## config.mk

```make
export PLATFORM = sky130hd
export DESIGN_NAME = cory_p2s_n
export DESIGN_NICKNAME = d
export VERILOG_FILES = /design/src/rtl/cory_p2s_n.sv
export SDC_FILE = /design/constraint.sdc
export NUM_CORES = 1
export LEC_CHECK = 0
export CORE_MARGIN = 1
export CORE_UTILIZATION = 43
export DETAILED_ROUTE_END_ITERATION = 8
export GPL_TIMING_DRIVEN = 0
export PLACE_DENSITY = 0.77
export SLEW_MARGIN = 10
export SYNTH_ARGS = -nofsm -noshare
export SYNTH_HDL_FRONTEND = slang
export SYNTH_SLANG_ARGS = --single-unit
```

## constraint.sdc

```tcl
create_clock -name clk -period 2.1 [get_ports clk]
set_input_delay 0.315 -clock clk [delete_from_list [all_inputs] [get_ports clk]]
set_output_delay 0.315 -clock clk [all_outputs]
set_load 0.03 [all_outputs]
```

## src/rtl/cory_p2s_n.sv

```systemverilog
// -----------------------------------------------------------------------------
// cory_p2s_n -- parallel-to-serial width converter.
//
// Accepts one wide beat of R narrow slices (N bits each) and emits it as a
// sequence of narrow words, with zero bubble cycles between consecutive
// beats. Slice 0 (bits N-1:0) is emitted first unless MSB_FIRST=1, in which
// case slice R-1 is emitted first.
//
// Build options:
//   CORY_P2S_N_VARLEN_EN  defined   : i_a_n selects how many words to emit
//                                     (i_a_n+1, saturated to R).
//                         undefined : i_a_n is ignored; every beat emits R words.
//   SIM                   defined   : out-of-range R stops the simulation.
//
// Parameters:
//   N          narrow (output) word width in bits
//   R          input/output width ratio, 2..64
//   BS         width of slice index / count fields
//   MSB_FIRST  0: slice 0 first, 1: slice R-1 first
//
// Ports:
//   clk      clock, all state on the rising edge
//   reset_n  asynchronous active-low reset
//   i_a_v    wide input valid
//   i_a_d    wide input data, N*R bits
//   i_a_n    number of narrow words to emit minus 1
//   o_a_r    wide input ready
//   o_z_v    narrow output valid
//   o_z_d    narrow output data
//   o_z_s    slice index of o_z_d within its source beat
//   o_z_l    last narrow word of the source beat
//   i_z_r    narrow output ready
// -----------------------------------------------------------------------------
module cory_p2s_n #(
  parameter int N         = 8,
  parameter int R         = 4,
  parameter int BS        = $clog2(R),
  parameter bit MSB_FIRST = 1'b0
) (
  input  logic           clk,
  input  logic           reset_n,
  input  logic           i_a_v,
  input  logic [N*R-1:0] i_a_d,
  input  logic [BS-1:0]  i_a_n,
  output logic           o_a_r,
  output logic           o_z_v,
  output logic [N-1:0]   o_z_d,
  output logic [BS-1:0]  o_z_s,
  output logic           o_z_l,
  input  logic           i_z_r
);

  typedef enum logic {
    IDLE = 1'b0,
    SEND = 1'b1
  } state_t;

  localparam logic [BS-1:0] LAST_SLICE = BS'(R - 1);

`ifdef SIM
  initial begin
    if (R < 2 || R > 64) begin
      $display("ERROR: cory_p2s_n parameter R=%0d is outside 2..64", R);
      $finish;
    end
  end
`endif

  state_t         state;
  logic [N*R-1:0] hold;
  logic [BS-1:0]  cnt;
  logic [BS-1:0]  lim;
  logic [BS-1:0]  lim_load;
  logic [BS-1:0]  slice_idx;
  logic [N-1:0]   slice_data;
  logic           accept;
  logic           xfer;

  // Limit to load on accept; requests longer than one beat are clipped.
`ifdef CORY_P2S_N_VARLEN_EN
  assign lim_load = (int'(i_a_n) > R - 1) ? LAST_SLICE : i_a_n;
`else
  logic unused_i_a_n;
  assign unused_i_a_n = ^i_a_n;
  assign lim_load     = LAST_SLICE;
`endif

  // Emission order: counter walks up from 0, index mirrors it for MSB-first.
  assign slice_idx = MSB_FIRST ? (LAST_SLICE - cnt) : cnt;

  // NOTE: every variable written in always_comb gets a default first,
  // otherwise an unmatched path would infer a latch.
  always_comb begin
    slice_data = '0;
    for (int i = 0; i < R; i++) begin
      if (slice_idx == BS'(i)) slice_data = hold[i*N +: N];
    end
  end

  assign o_z_v = (state == SEND);
  assign o_z_l = o_z_v && (cnt == lim);
  // Gate data/index so the idle bus reads all-zero regardless of MSB_FIRST.
  assign o_z_s = o_z_v ? slice_idx  : '0;
  assign o_z_d = o_z_v ? slice_data : '0;

  // Ready in SEND only when the last word leaves this cycle, so the next
  // beat loads in the same edge and no bubble appears.
  assign o_a_r  = (state == IDLE) || (o_z_l && i_z_r);
  assign accept = i_a_v && o_a_r;
  assign xfer   = o_z_v && i_z_r;

  // NOTE: sequential state uses non-blocking assignments only, so every
  // register samples the pre-edge values of its neighbours.
  // NOTE: the hold register is cleared by reset as well, which keeps the
  // data path deterministic right after reset; it is a plain flop bank, not
  // an inferred RAM, so the reset costs no memory macro.
  always_ff @(posedge clk or negedge reset_n) begin
    if (!reset_n) begin
      state <= IDLE;
      hold  <= '0;
      cnt   <= '0;
      lim   <= '0;
    end else if (accept) begin
      state <= SEND;
      hold  <= i_a_d;
      lim   <= lim_load;
      cnt   <= '0;
    end else if (xfer) begin
      if (cnt == lim) begin
        state <= IDLE;
        cnt   <= '0;
      end else begin
        cnt <= cnt + 1'b1;
      end
    end
  end

endmodule
```

==> results.cfg <==
; synthesis and place-and-route metrics
[setup_path]
critPathArrivalTime_ps = 2390
timing.critical_path.buf_inv = 3
timing.rr.start = cnt[0]$_DFFE_PN0P_
cp-start-kind = flip-flop
crit_path_end = hold[12]$_DFFE_PN0P_
crit_family = simple AND/OR/NAND/NOR gates
register_to_register_setup_slack_ps = -110
number_of_gates_on_the_worst_path_with_buffers_counted = 6
cpPeakStageDelay_ps = 540
worst-path-max-fanout = 7
ff2ff_path_depth = 6
critPathLaunch = cnt[0]$_DFFE_PN0P_

[detailed_routing]
drc_errors = 0
maxUsedRoutingLayer = met4
first_iter_violations = 78
post_drt_wl_per_cell_um = 17.9
route.antenna.remaining_nets = 0
num_vias = 1475
detail_route.wirelength.met1_um = 2030
wl_met2_um = 2440
vias_per_cell = 5.42

[placed_design]
dpl_cell_area_um2 = 2390
dpl.cell_count = 250
dpl.hpwl_um = 3180
numPortBuffers = 48

[final_timing]
report.final.setup_viol = 35
fmaxAchievable_ghz = 0.452
timing.final.ws_setup_ps = -110
setup_tns_ps = -2750
fin_worst_hold_slack_ps = 106
pin_slew_with_the_least_headroom_to_its_limit_ps = 806
maxSlewViolCount = 0
final-hold-violation-count = 0
fin_crit_sh_pct = 105

[logic_synthesis]
synthDistinctLibCells = 24
ys_sh_simple_pct = 9.92
synth.cellmix.compoundShare_pct = 12.5
postSynthAreaPerCell_um2 = 11.9
post_synth_inst_count = 152
synth.logic.top_family = multiplexers
post_synth_fa_ha_maj_area_fraction_pct = 2.76
ys_cells = 152
fp_nets = 194
ys_seq_elements = 36
yosys_most_used_dff = sky130_fd_sc_hd__dfrtp_1
postSynth.asyncResetShare_pct = 100
synth-edff-count = 0
chip_area_estimate_from_yosys_synthesis_um2 = 1820

[clock_network]
cts_hold_repair.buffers = 0
clk_transition_reported_paths_ps = 80
cts_max_path_buffers = 2
numCtsBuffers = 5
clock_latency_ps = 290

[power_and_ir_drop]
powerDensity_nw_per_um2 = 1680

[global_routing]
global_route.usage.total_pct = 21.9
number_of_global_route_vias_before_repair = 1464
grt_start_max_net_pins = 37
grt_overflow = 0
antenna_found_initial = 0

[die]
die_span_x_um = 67.0
ioPinCount = 51

[cells_and_area]
layout.cells.most_common_list = sky130_fd_sc_hd__clkdlybuf4s50_1, sky130_fd_sc_hd__dfrtp_1, sky130_fd_sc_hd__mux2_2
final_core_util_pct = 67.1
finalNonFillerCells = 272
fill_cells = 286

[run_status]
status = complete, but fails checks
violations_in_the_final_reports = negative setup slack

[flow_run]
max-cap-violations = 0
[metal layers]
layer	vias up	GRT usage (%)
li1	679	-
met1	736	25.6
met2	49	36.5
met3	11	6.16
met4	0	10.6
met5	-	0
[synth_stat cells (3+ instances only)]
| master | number | area share [%] |
|---|---|---|
| sky130_fd_sc_hd__clkbuf_1 | 5 | 1.0 |
| sky130_fd_sc_hd__a221o_1 | 8 | 4.4 |
| sky130_fd_sc_hd__dfrtp_1 | 36 | 50 |
| sky130_fd_sc_hd__a21boi_0 | 9 | 3.7 |
| sky130_fd_sc_hd__inv_1 | 11 | 2.3 |
| sky130_fd_sc_hd__nand2_1 | 10 | 2.1 |
| sky130_fd_sc_hd__a21oi_1 | 9 | 2.5 |
| sky130_fd_sc_hd__nand3_1 | 5 | 1.4 |
| sky130_fd_sc_hd__mux2_2 | 32 | 20 |
| sky130_fd_sc_hd__nand3b_1 | 8 | 3.3 |
| sky130_fd_sc_hd__ha_1 | 4 | 2.8 |
| sky130_fd_sc_hd__buf_6 | 3 | 1.9 |
[area by class of cell]
cell class	instances	area, µm²	share of cell area, %
Sequential cell	36	905	33.5
Multi-Input combinational cell	96	896	33.1
Timing Repair Buffer	64	614	22.7
Buffer	7	75.1	2.78
Clock buffer	6	72.6	2.68
Tap cell	50	62.6	2.31
Inverter	11	43.8	1.62
Clock inverter	2	35.0	1.30
[registers in the layout (all words and copies together), names as in the netlist]
register  cells
hold         32
cnt           2
lim           1
o_z_v         1
[power breakdown]
group	switching (mW)	total [mW]	internal [mW]
sequential	0.250	1.29	1.04
clock	0.253	0.605	0.352
combinational	1.27	2.63	1.37
total	1.77	4.53	2.76
[what timing repair did]
action	4_1_cts	5_1_grt
setup endpoints to repair	12	39
buffers inserted	6	5
pin swaps	13	5
cloned	2	3
gates resized	88	16
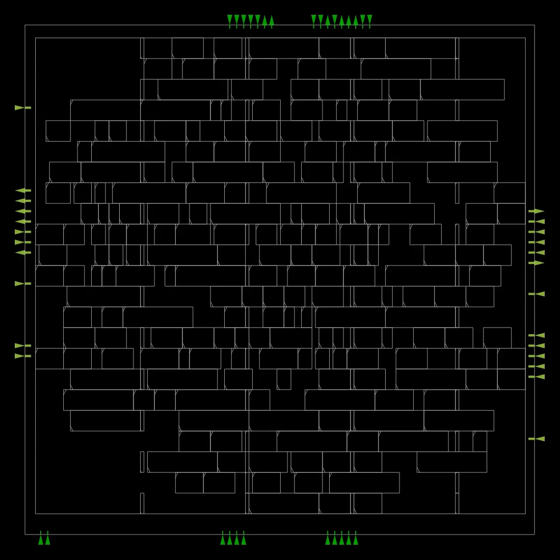
**Above:** cell placement.
Core ar.: 4030 µm²
# rows: 23
final sequential cell count: 36
inserted tap cell count: 50
sequential share of cell area: 33.5%

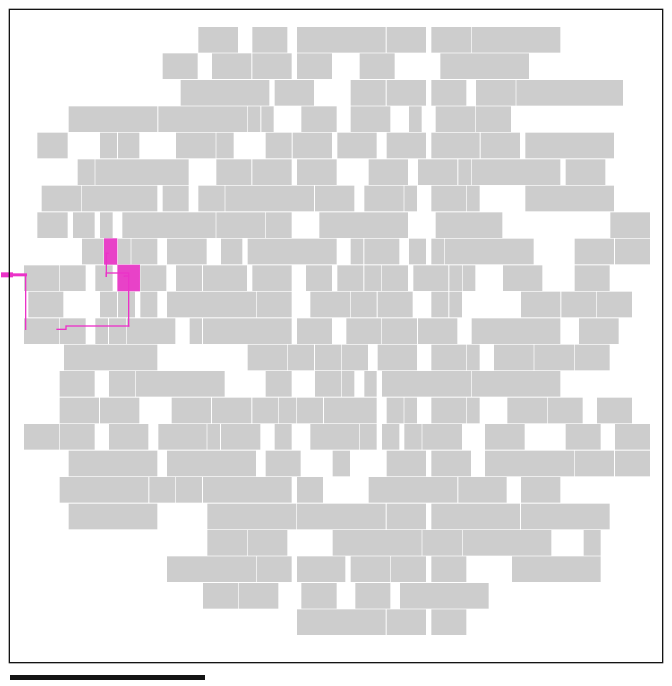
**Above:** I/O nets highlighted.
Scale bar: 20 µm.
Key: i_a_v = magenta [direction input, edge left, end cells 2, buffers 1, wire 25.6 µm]

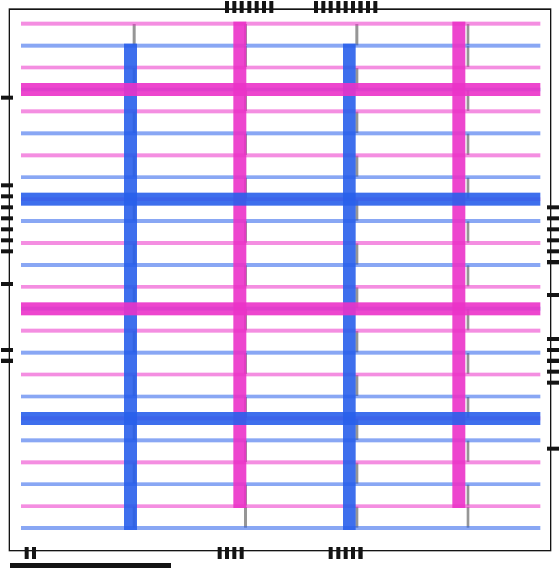
**Above:** supply network.
Scale bar: 20 µm. Pins as bars on the die edge. Tap cells in gray.
Key: VDD = magenta; VSS = blue
51 signal pins sit on the boundary. 24 met1 rails follow the rows. The core has 23 rows. 4 straps on met4. 50 tap cells.

